==> run_1/clock_wires.png <==
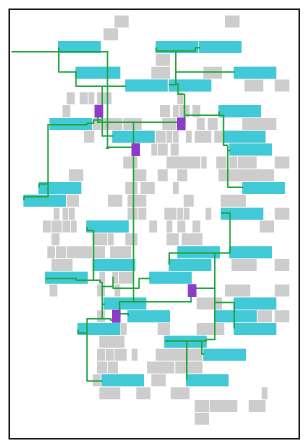
==> run_1/placed.png <==
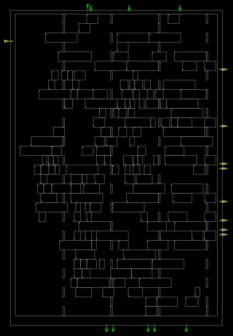
==> run_1/port_trees.png <==
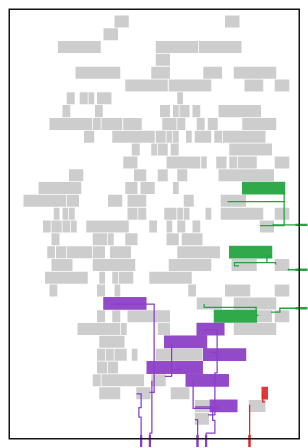
==> run_1/pinout.png <==
Pins as bars across the die edge, other pins in grey.
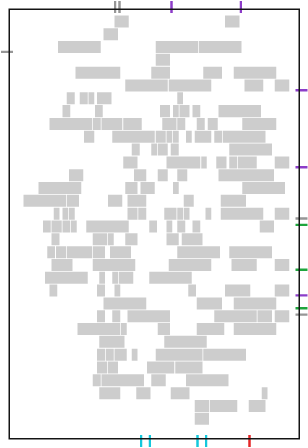
==> config.mk <==
export PLATFORM = sky130hd
export DESIGN_NAME = morse_timing_decoder
export DESIGN_NICKNAME = d
export VERILOG_FILES = /design/src/rtl/morse_timing_decoder.sv
export SDC_FILE = /design/constraint.sdc
export NUM_CORES = 1
export LEC_CHECK = 0
export CAP_MARGIN = 20
export CORE_ASPECT_RATIO = 1.5
export CORE_UTILIZATION = 29
export CTS_BUF_LIST = sky130_fd_sc_hd__clkbuf_2
export DETAILED_ROUTE_END_ITERATION = 12
export GPL_TIMING_DRIVEN = 0
export PLACE_DENSITY_LB_ADDON = 0.08
export SLEW_MARGIN = 10
export SYNTH_ARGS = -nofsm -noshare
export SYNTH_HDL_FRONTEND = slang
export SYNTH_SLANG_ARGS = --single-unit
export TNS_END_PERCENT = 10
==> constraint.sdc <==
create_clock -name iCLK -period 1.98 [get_ports iCLK]
set_clock_uncertainty 0.15 [all_clocks]
set_input_delay 0.495 -clock iCLK [delete_from_list [all_inputs] [get_ports iCLK]]
set_output_delay 0.495 -clock iCLK [all_outputs]
set_load 0.02 [all_outputs]
==> src/rtl/morse_timing_decoder.sv <==
// Morse key timing decoder.
// Splits key presses into dots and dashes by counting half-second ticks while
// the key is held. A letter ends when the key stays released long enough.
// Each finished letter is presented on oCode/oLen with a one-cycle oValid
// pulse. A letter that grows past MAX_LEN elements is dropped with a
// one-cycle oOverflow pulse.
module morse_timing_decoder #(
   parameter int DASH_HS = 2,  // shortest press, in ticks, that counts as a dash
   parameter int GAP_HS  = 2,  // release length, in ticks, that ends a letter
   parameter int MAX_LEN = 5   // elements per letter; oLen is 3 bits, so at most 7
) (
   input  logic               iCLK,
   input  logic               iRST,
   input  logic               iKey,
   input  logic [3:0]         iHalfSec,
   output logic [MAX_LEN-1:0] oCode,
   output logic [2:0]         oLen,
   output logic               oValid,
   output logic               oOverflow,
   output logic               oKeyActive
);

   typedef enum logic [1:0] {
      S_IDLE  = 2'd0,
      S_PRESS = 2'd1,
      S_GAP   = 2'd2
   } state_t;

   // Gap counter is one bit wider than needed to reach GAP_HS, so it
   // saturates above the threshold and cannot wrap back onto it.
   localparam int            GAP_W   = $clog2(GAP_HS + 1) + 1;
   localparam logic [2:0]    DASH_TH = 3'(DASH_HS);
   localparam logic [GAP_W-1:0] GAP_TH = GAP_W'(GAP_HS);
   localparam logic [2:0]    LEN_MAX = 3'(MAX_LEN);

   state_t             state_q, state_d;
   logic [3:0]         hs_q;
   logic               hs_loaded_q;
   logic               key_q;
   logic [2:0]         dur_q, dur_d;
   logic [GAP_W-1:0]   gap_q, gap_d;
   logic [2:0]         len_q, len_d;
   logic [MAX_LEN-1:0] elem_q, elem_d;
   logic [MAX_LEN-1:0] code_q, code_d;
   logic [2:0]         olen_q, olen_d;
   logic               valid_q, valid_d;
   logic               ovf_q, ovf_d;
   logic               key_active_q, key_active_d;

   logic               tick;
   logic               rise;
   logic               fall;
   logic [2:0]         dur_inc;
   logic [2:0]         dur_new;
   logic [GAP_W-1:0]   gap_inc;

   // A tick is any change of the free-running half-second count (wrap
   // included). The first cycle after reset only loads the copy, so a stale
   // reset value of hs_q cannot produce a spurious tick.
   assign tick = hs_loaded_q && (iHalfSec != hs_q);

   // key_q resets to 1, so a key held through reset must be released and
   // pressed again before it is seen as a rise.
   assign rise = iKey & ~key_q;
   assign fall = ~iKey & key_q;

   assign dur_inc = (dur_q == 3'd7) ? dur_q : dur_q + 3'd1;
   assign gap_inc = (gap_q == '1) ? gap_q : gap_q + 1'b1;

   // Input history: registered half-second count and key level.
   always_ff @(posedge iCLK or posedge iRST) begin
      if (iRST) begin
         hs_q        <= 4'd0;
         hs_loaded_q <= 1'b0;
         key_q       <= 1'b1;
      end else begin
         // NOTE: registers take non-blocking assignments so every flop
         // samples pre-edge values regardless of statement order.
         hs_q        <= iHalfSec;
         hs_loaded_q <= 1'b1;
         key_q       <= iKey;
      end
   end

   // State, counters, letter buffer and registered outputs.
   always_ff @(posedge iCLK or posedge iRST) begin
      if (iRST) begin
         state_q      <= S_IDLE;
         dur_q        <= 3'd0;
         gap_q        <= '0;
         len_q        <= 3'd0;
         elem_q       <= '0;
         code_q       <= '0;
         olen_q       <= 3'd0;
         valid_q      <= 1'b0;
         ovf_q        <= 1'b0;
         key_active_q <= 1'b0;
      end else begin
         state_q      <= state_d;
         dur_q        <= dur_d;
         gap_q        <= gap_d;
         len_q        <= len_d;
         elem_q       <= elem_d;
         code_q       <= code_d;
         olen_q       <= olen_d;
         valid_q      <= valid_d;
         ovf_q        <= ovf_d;
         key_active_q <= key_active_d;
      end
   end

   // Next-state logic: element classification, letter termination, overflow.
   always_comb begin
      // NOTE: every signal gets a default before the case so no path leaves
      // one unassigned, which would otherwise infer a latch.
      state_d  = state_q;
      dur_d    = dur_q;
      gap_d    = gap_q;
      len_d    = len_q;
      elem_d   = elem_q;
      code_d   = code_q;
      olen_d   = olen_q;
      valid_d  = 1'b0;
      ovf_d    = 1'b0;
      dur_new  = dur_q;

      case (state_q)
         S_IDLE: begin
            if (rise) begin
               state_d = S_PRESS;
               dur_d   = 3'd0;
            end
         end

         S_PRESS: begin
            // A tick landing on the release edge still counts toward the press.
            dur_new = tick ? dur_inc : dur_q;
            dur_d   = dur_new;
            if (fall) begin
               if (len_q == LEN_MAX) begin
                  ovf_d   = 1'b1;
                  elem_d  = '0;
                  len_d   = 3'd0;
                  state_d = S_IDLE;
               end else begin
                  elem_d[len_q] = (dur_new >= DASH_TH);
                  len_d         = len_q + 3'd1;
                  gap_d         = '0;
                  state_d       = S_GAP;
               end
            end
         end

         S_GAP: begin
            // A new press wins over a coinciding tick and extends the letter.
            if (rise) begin
               state_d = S_PRESS;
               dur_d   = 3'd0;
            end else if (tick) begin
               gap_d = gap_inc;
               if (gap_inc == GAP_TH) begin
                  code_d  = elem_q;
                  olen_d  = len_q;
                  valid_d = 1'b1;
                  elem_d  = '0;
                  len_d   = 3'd0;
                  state_d = S_IDLE;
               end
            end
         end

         default: state_d = S_IDLE;
      endcase

      key_active_d = (state_d == S_PRESS);
   end

   assign oCode      = code_q;
   assign oLen       = olen_q;
   assign oValid     = valid_q;
   assign oOverflow  = ovf_q;
   assign oKeyActive = key_active_q;

endmodule

==> impl_metrics.toml, run 1 <==
# yosys + openroad results
[worst_setup_path]
cp.depth = 6
critical_path.top_delay_family = "AND-OR/OR-AND gates"
reg2reg_setup_slack_ns = 0.005
critical-path-max-stage-delay_ns = 0.47
critical_path.reg2reg.startpoint = "hs_q[2]"
critical_path_peak_fanout = 5
critPathLaunch = "iHalfSec[2]"
worstSetupEndpointType = "flop"
cp_cell_sequence = "dlygate4sd2_1 -> xor2_2 -> o41a_1 -> and3_4 -> buf_12 -> mux2_4"
crit_path_top_delay_cell = "sky130_fd_sc_hd__o41a_1"
setup.worst_path.start_class = "primary input"
critPathArrivalTime_ns = 2.09
worst-endpoint-required_ns = 2.10
endpoint = "oLen[1]"
worst_r2r_path_depth = 5

[global_route]
met3_usage_pct = 3.44
grt_max_degree = 34
globalRouteOverflowTotal = 0
grt_antenna_before_repair = 0
global_route.usage.met1_pct = 15.4
globalRoute.busiestLayer = "met2"
grt_util_met2_pct = 23.0
via_count_of_the_first_global_routing_pass = 1163
grt_pass1_wl_um = 5560
grt_usage_pct = 13.6

[logic_synthesis]
synth.yosys.warnings = 0
yosysChipArea_sq_um = 1530
postSynthAreaPerCell_sq_um = 11.6
ys_flops = 33
count_of_flip_flops_with_a_built_in_enable_after_synthesis = 0
synth.most_common_cell = "sky130_fd_sc_hd__dfrtp_1"
yosys-stat-cells = 131
async_flop_share_pct = 100
yosysTopAreaCellShare_pct = 52.5
synth_cell_types = 39
mapped_cell_area_sq_um = 1530
cell_count_after_synthesis = 131
synth.top_cells.by_count = "sky130_fd_sc_hd__dfrtp_1 (32), sky130_fd_sc_hd__o21ai_0 (12), sky130_fd_sc_hd__nand2_1 (9), sky130_fd_sc_hd__nor2_1 (7), sky130_fd_sc_hd__nor2b_1 (6)"
synthesis.nets = 141
netlist.top_cell.by_area = "sky130_fd_sc_hd__dfrtp_1"
yosysSeqAreaShare_pct = 54.2
flop_cell = "sky130_fd_sc_hd__dfrtp_1"

[sta]
final_max_slew_viol_count = 0
timing_worst_slew_pin_value_ns = 0.672
tns_setup_ns = 0
fin_hold_ws_ns = 0.274
highest_clock_rate_mhz = 506
setup_viol = 0
final.period_utilization_pct = 99.7
grt_setup_unrepaired = "true"
hold_violations = 0
timing.max_slew.rel_slack_pct = 55.1

[drt]
first_iter_violations = 17
dr_wl_met3_um = 95
route.vias.total = 1108
residual_drc_count = 0
met2_length_um = 1730
vias_per_cell = 4.84
final_antenna_net_count = 0
m1WireLength_um = 1280
detail_route.wl_per_cell_um = 13.8
first_pass_iters = 4
route.top_layer_used = "met4"

[clocking]
cts-root-to-sink-buffers = 2
cts_hold_buffers_added = 0
h-tree-depth = 2
worst_setup_hold_path_clk_slew_ns = 0.16
cts_num_sinks = 33
clock_tree_from_tritoncts = "built"

[layout]
layout.cells.most_common_list = "sky130_fd_sc_hd__dfrtp_1 (32), sky130_fd_sc_hd__dlygate4sd2_1 (16), sky130_fd_sc_hd__o21ai_0 (12)"
diode_insertion_count_for_antenna_repair = 0
top_layout_cell = "sky130_fd_sc_hd__dfrtp_1"
drive_above_1_share_pct = 24.8
instances_no_fill = 229
flow.area_growth_from_synthesis_pct = 26.6
comb_area_sq_um = 702
final_core_util_pct = 38.0
storage_element_area_sq_um = 827
final_stage_net_count = 170
filler_cell_count = 542
final_area_sq_um = 1930

[place]
gpl.final_weighted_congestion = 0.812
dp_worst_setup_slack_ns = -0.777
detailed_place_hpwl_um = 2240
post_dp_cell_area_sq_um = 1780
placed_cells_incl_taps = 216

[power]
power.sequential.total_mw = 0.913
p_comb_mw = 0.624
powerClk_mw = 0.297
p_leak_nw = 0.888
vdd_ir_drop_max_v = 0.000422
power_mw = 1.83
internal_power_mw = 1.17
power.share.switching_pct = 36.4
power.share.sequential_pct = 49.8
power.share.combinational_pct = 34.0
p_switching_mw = 0.667

[job]
warning_count = 30
timing.max_cap.violations = 0

[die]
chipArea_sq_um = 5560
die-height_um = 90.8
floorplan.rows = 32
die_w_um = 61.2
floorplan.core_util_pct = 30.0

[worst_hold_path]
holdCritPathClass = "primary input to flop"
hold-path-endpoint = "key_q"
hp-start = "iKey"
hold_depth = 1

[run_status]
run_status = "finished clean"
-- clock_wires.png (at the start) --
- purple: clock-net drivers (count 5)
- cyan: flip-flops (count 33)
- green: clock wires (length 425 um)
- flops lie: spread over the die
Clk pwr share: 16.2%
Skew-Pair Late Insertion Delay: 0.36 ns

-- placed.png (at the start) --
number of tap cells inserted: 68
CORE AREA: 5080 sq um

-- port_trees.png (at the start) --
- green: oLen (bits 3; direction output; edge right; end cells 3; buffers 3; wire 63.5 um)
- purple: iHalfSec (bits 4; direction input; edge bottom; end cells 8; buffers 4; wire 114 um)
- red: iRST (bits 1; direction input; edge bottom; end cells 1; buffers 1; wire 8.80 um)
number of port buffers: 17
I/O pin cnt: 18

-- pinout.png (at the start) --
- green: oLen (pins 3; direction output; edge right)
- purple: oCode (pins 5; direction output; edge 3 right, 2 top)
- red: iRST (pins 1; direction input; edge bottom)
- cyan: iHalfSec (pins 4; direction input; edge bottom)
- all pins by edge: 8 right, 5 bottom, 4 top, 1 left

[run 1: repair_timing]
action                     CTS  global route
setup buffers                3             3
hold endpoints to repair     0             0
setup endpoints to repair   25            13
cloned                       1             0
pin swaps                    4             6
resized                     26             1
[run 1: logic make-up (layout without fill, tap and decap cells)]
group	after synthesis	after routing	share of synthesized area (%)
compound gates	34	34	15.5
xor+xnor	4	4	2.30
fa+ha+maj	3	3	2.46
buf+inv	8	38	3.53
flops	33	33	54.2
mux	10	10	8.29
other cells	1	1	0.246
simple gates	38	38	13.5
[run 1: final cells by class]
class                      instances  area share, %
timing repair buffer              24           12.4
tap                               68           4.41
clock buffer                       5           1.30
sequential                        33           42.8
buffer                             2           1.23
clock inverter                     3          0.648
multi-input combinational         90           36.4
inverter                           4          0.778
==> run 2: changes to the inputs <==
SETUP_SLACK_MARGIN = 0.02   (was unset)
==> impl_metrics.toml, run 2 <==
# yosys + openroad results
[run_status]
run_status = "finished, violations left"
violations = "setup timing"

[logic_synthesis]
ys_sh_xor_pct = 2.30
cell_count_after_synthesis = 131
synth.top_cells.by_count = "sky130_fd_sc_hd__dfrtp_1 (32), sky130_fd_sc_hd__o21ai_0 (12), sky130_fd_sc_hd__nand2_1 (9), sky130_fd_sc_hd__nor2_1 (7), sky130_fd_sc_hd__nor2b_1 (6)"
synth.most_common_cell = "sky130_fd_sc_hd__dfrtp_1"
synthMuxAreaShare_pct = 8.29
netlist.top_cell.by_area = "sky130_fd_sc_hd__dfrtp_1"
postSynthAreaPerCell_sq_um = 11.6
yosysChipArea_sq_um = 1530
yosysSeqAreaShare_pct = 54.2
synthesis.nets = 141
synth.yosys.warnings = 0
yosys.area_share.simple_pct = 13.5
synthAdderAreaFrac_pct = 2.46
yosys-stat-cells = 131
mapped_cell_area_sq_um = 1530
ys_top_logic_family = "AND-OR/OR-AND gates"
count_of_flip_flops_with_a_built_in_enable_after_synthesis = 0
async_flop_share_pct = 100
synth_cell_types = 39
yosysTopAreaCellShare_pct = 52.5
yosys.area_share.aoi_pct = 15.5
ys_flops = 33
flop_cell = "sky130_fd_sc_hd__dfrtp_1"

[drt]
first_iter_violations = 17
m1WireLength_um = 1310
residual_drc_count = 0
met2_length_um = 1750
route.vias.total = 1109
route.top_layer_used = "met4"
vias_per_cell = 4.86
dr_wl_met3_um = 84
detail_route.wl_per_cell_um = 14.0
final_antenna_net_count = 0
first_pass_iters = 4

[clocking]
cts_num_sinks = 33
worst_setup_hold_path_clk_slew_ns = 0.17
post_cts_buffers = 3
cts-root-to-sink-buffers = 2
worstSkewPairLatency_ns = 0.36
clock_tree_from_tritoncts = "built"
h-tree-depth = 2
cts_hold_buffers_added = 0
cts_resized = 26

[layout]
top_layout_cell = "sky130_fd_sc_hd__dfrtp_1"
comb_share_pct = 38.1
largest_class = "sequential cells"
final.clkbuf_count = 5
final-clk-cell-share_pct = 1.90
inv_count = 4
final_core_util_pct = 38.8
filler_cell_count = 533
storage_element_area_sq_um = 827
drive_above_1_share_pct = 27.5
final_area_sq_um = 1970
buffers_excl_clock = 25
final_stage_net_count = 169
instances_no_fill = 228
diode_insertion_count_for_antenna_repair = 0
nMultiInputCombCells = 90
flow.area_growth_from_synthesis_pct = 29.5
layout.cells.most_common_list = "sky130_fd_sc_hd__dfrtp_1 (32), sky130_fd_sc_hd__dlygate4sd2_1 (16), sky130_fd_sc_hd__o21ai_0 (11)"
comb_area_sq_um = 753
buf_share_pct = 13.0

[worst_setup_path]
critical_path.top_delay_family = "flip-flops"
endpoint = "oLen[1]"
critPathArrivalTime_ns = 2.12
reg2reg_setup_slack_ns = -0.02
worstSetupEndpointType = "flop"
worst_r2r_path_depth = 7
crit_path_top_delay_cell = "sky130_fd_sc_hd__dfrtp_1"
critPathLaunch = "gap_q[1]"
worst-endpoint-required_ns = 2.10
critical-path-max-stage-delay_ns = 0.45
cp_cell_sequence = "inv_1 -> ha_2 -> nor3b_4 -> a31o_2 -> and3_4 -> buf_12 -> mux2_4"
critical_path_peak_fanout = 5
setup.worst_path.start_class = "flop"
critical_path.reg2reg.startpoint = "gap_q[1]"
cp.depth = 7

[global_route]
globalRouteOverflowTotal = 0
grt_antenna_before_repair = 0
grt_usage_pct = 13.6
grt_max_degree = 34
via_count_of_the_first_global_routing_pass = 1161

[die]
chipArea_sq_um = 5560
tap-cell-count = 68
core_region_area_sq_um = 5080
floorplan.core_util_pct = 30.0
floorplan.rows = 32

[power]
vdd_ir_drop_max_v = 0.000453
clk_pwr_share_pct = 16.0
power.share.sequential_pct = 48.8
power.share.switching_pct = 36.9
p_leak_nw = 0.894
power.share.combinational_pct = 35.2
p_switching_mw = 0.697
power_mw = 1.89
internal_power_mw = 1.19

[sta]
tns_setup_ns = -0.0749
timing.max_slew.rel_slack_pct = 55.1
hold_violations = 0
timing_worst_slew_pin_value_ns = 0.672
final.period_utilization_pct = 101
final_max_slew_viol_count = 0
grt_setup_unrepaired = "true"
setup_viol = 6
fin_ws_ns = -0.0200
highest_clock_rate_mhz = 500

[place]
detailed_place_hpwl_um = 2240
gpl.final_weighted_congestion = 0.812
place.port_buffers = 17
post_dp_cell_area_sq_um = 1780
placed_cells_incl_taps = 216
dp_worst_setup_slack_ns = -0.777

[worst_hold_path]
holdCritPathClass = "primary input to flop"
hold_depth = 1
hp-start = "iHalfSec[1]"
hold-path-endpoint = "hs_q[1]"

[job]
warning_count = 30
timing.max_cap.violations = 0
[run 2: cell counts after synthesis]
Identical to the previous run, type by type.
[run 2: per-layer routing]
| layer | up-vias | track usage, % |
|---|---|---|
| met4 | 0 | 5.68 |
| met5 | - | 0 |
| met2 | 18 | 23.0 |
| li1 | 525 | - |
| met3 | 5 | 3.44 |
| met1 | 561 | 15.4 |
[run 2: power groups by stage]
stage | registers [mW] | clock network [mW] | logic, mW
3_5_place_dp | 0.928 | 0 | 0.602
4_1_cts | 0.914 | 0.320 | 0.625
3_3_place_gp | 0.923 | 0 | 0.587
6_report | 0.921 | 0.303 | 0.664
5_1_grt | 0.943 | 0.347 | 0.737
2_1_floorplan | 0.932 | 0 | 0.389
==> run_2/pinout.png <==
Pins as bars across the die edge, other pins in grey.
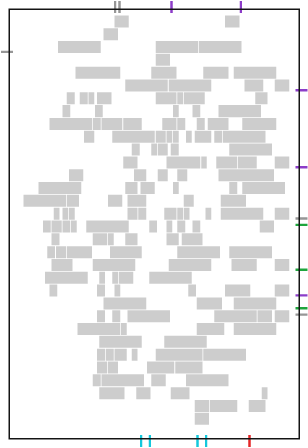
- purple: oCode (pins 5; direction output; edge 3 right, 2 top)
- green: oLen (pins 3; direction output; edge right)
- cyan: iHalfSec (pins 4; direction input; edge bottom)
- red: iRST (pins 1; direction input; edge bottom)
horizontal die size: 61.2 um
height of the die: 90.8 um

==> run_2/placed.png <==
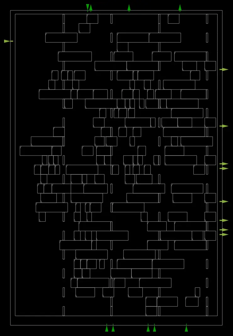
Seq area share: 41.9%
Seq cells: 33

==> run_2/port_trees.png <==
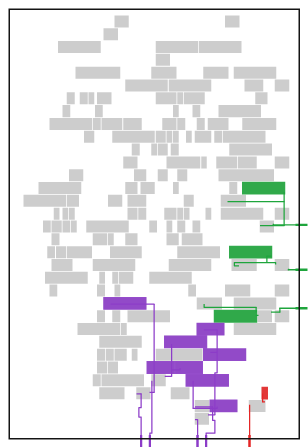
- purple: iHalfSec (bits 4; direction input; edge bottom; end cells 8; buffers 4; wire 114 um)
- red: iRST (bits 1; direction input; edge bottom; end cells 1; buffers 1; wire 8.80 um)
- green: oLen (bits 3; direction output; edge right; end cells 3; buffers 3; wire 63.5 um)

==> run 3: changes to the inputs <==
SLEW_MARGIN = 20   (was 10)
==> impl_metrics.toml, run 3 <==
# yosys + openroad results
[run_status]
run_status = "finished, violations left"
violations = "setup timing"

[worst_setup_path]
endpoint = "oLen[1]"
reg2reg_setup_slack_ns = -0.02
worst_r2r_path_depth = 7
critical_path_peak_fanout = 5
critPathArrivalTime_ns = 2.12
crit_path_top_delay_cell = "sky130_fd_sc_hd__dfrtp_1"

[die]
floorplan.core_util_pct = 30.0
die_w_um = 61.2
ios = 18
core_region_area_sq_um = 5080
die-height_um = 90.8
chipArea_sq_um = 5560

[sta]
final_max_slew_viol_count = 0
fin_ws_ns = -0.0200
setup_viol = 6
hold_violations = 0
fin_hold_ws_ns = 0.273
timing.max_slew.rel_slack_pct = 55.1

[clocking]
cts-root-to-sink-buffers = 2
post_cts_buffers = 3
cts_hold_buffers_added = 0
h-tree-depth = 2
worst_setup_hold_path_clk_slew_ns = 0.17

[logic_synthesis]
ys_sh_xor_pct = 2.30
netlist.top_cell.by_area = "sky130_fd_sc_hd__dfrtp_1"
yosysTopAreaCellShare_pct = 52.5
synth_cell_types = 39
yosysChipArea_sq_um = 1530
cell_count_after_synthesis = 131
yosys-stat-cells = 131
flop_cell = "sky130_fd_sc_hd__dfrtp_1"
async_flop_share_pct = 100
synth.yosys.warnings = 0
synthMuxAreaShare_pct = 8.29
synthesis.nets = 141
synthAdderAreaFrac_pct = 2.46
ys_top_logic_family = "AND-OR/OR-AND gates"
mapped_cell_area_sq_um = 1530
ys_flops = 33

[layout]
comb_share_pct = 38.1
final_stage_net_count = 169
flow.area_growth_from_synthesis_pct = 29.5
final_area_sq_um = 1970
final.clkbuf_count = 5
inv_count = 4
comb_area_sq_um = 753

[place]
place.port_buffers = 17
detailed_place_hpwl_um = 2240
dp_worst_setup_slack_ns = -0.777

[drt]
detail_route.wl_per_cell_um = 14.0
residual_drc_count = 0
vias_per_cell = 4.86

[worst_hold_path]
holdCritPathClass = "primary input to flop"

[power]
internal_power_mw = 1.19
power.sequential.total_mw = 0.921
power-top-group = "sequential cells"
p_leak_nw = 0.894

[global_route]
grt_pass1_wl_um = 5560
grt_usage_pct = 13.6
grt_antenna_before_repair = 0
[run 3: cell counts after synthesis]
No cell type changed its count.
[run 3: worst min-delay path by stage]
stage                            from       end  slack [ns]  cells past startpoint
after detailed placement    elem_q[1]  oCode[1]        0.34                      1
after floorplan             elem_q[1]  oCode[1]        0.32                      1
final                     iHalfSec[1]   hs_q[1]        0.27                      1
after global routing             iKey     key_q        0.23                      1
after global placement      elem_q[1]  oCode[1]        0.34                      1
after CTS                 iHalfSec[1]   hs_q[1]        0.24                      1
[run 3: layer usage]
layer	up-vias	GRT usage (%)	share of wire, %
li1	525	-	-
met4	0	5.68	1.8
met5	-	0	0
met1	561	15.4	41
met3	5	3.44	2.6
met2	18	23.0	55
==> run_3/port_trees.png <==
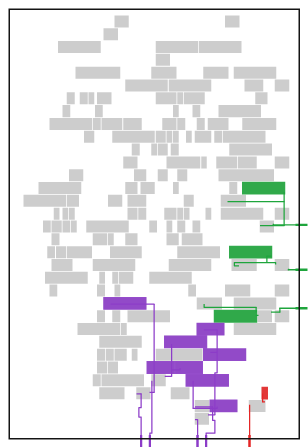

==> run_3/placed.png <==
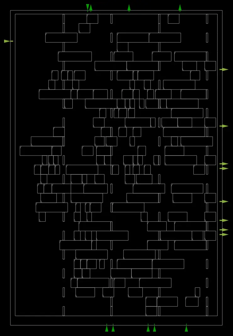
FILL cells: 533
Core Util, Final: 38.8%
cell row count: 32

==> run_3/layers.png <==
Bar = 20 um.
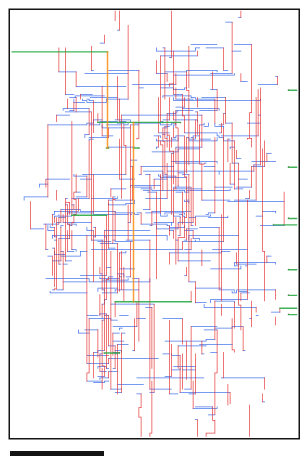
- red: M2 (wire length 1750 um)
- blue: M1 (wire length 1310 um)
- orange: M4 (wire length 58.5 um)
- green: M3 (wire length 84.5 um)

Power figures rest on the tool's default switching activity, not on a simulated workload.
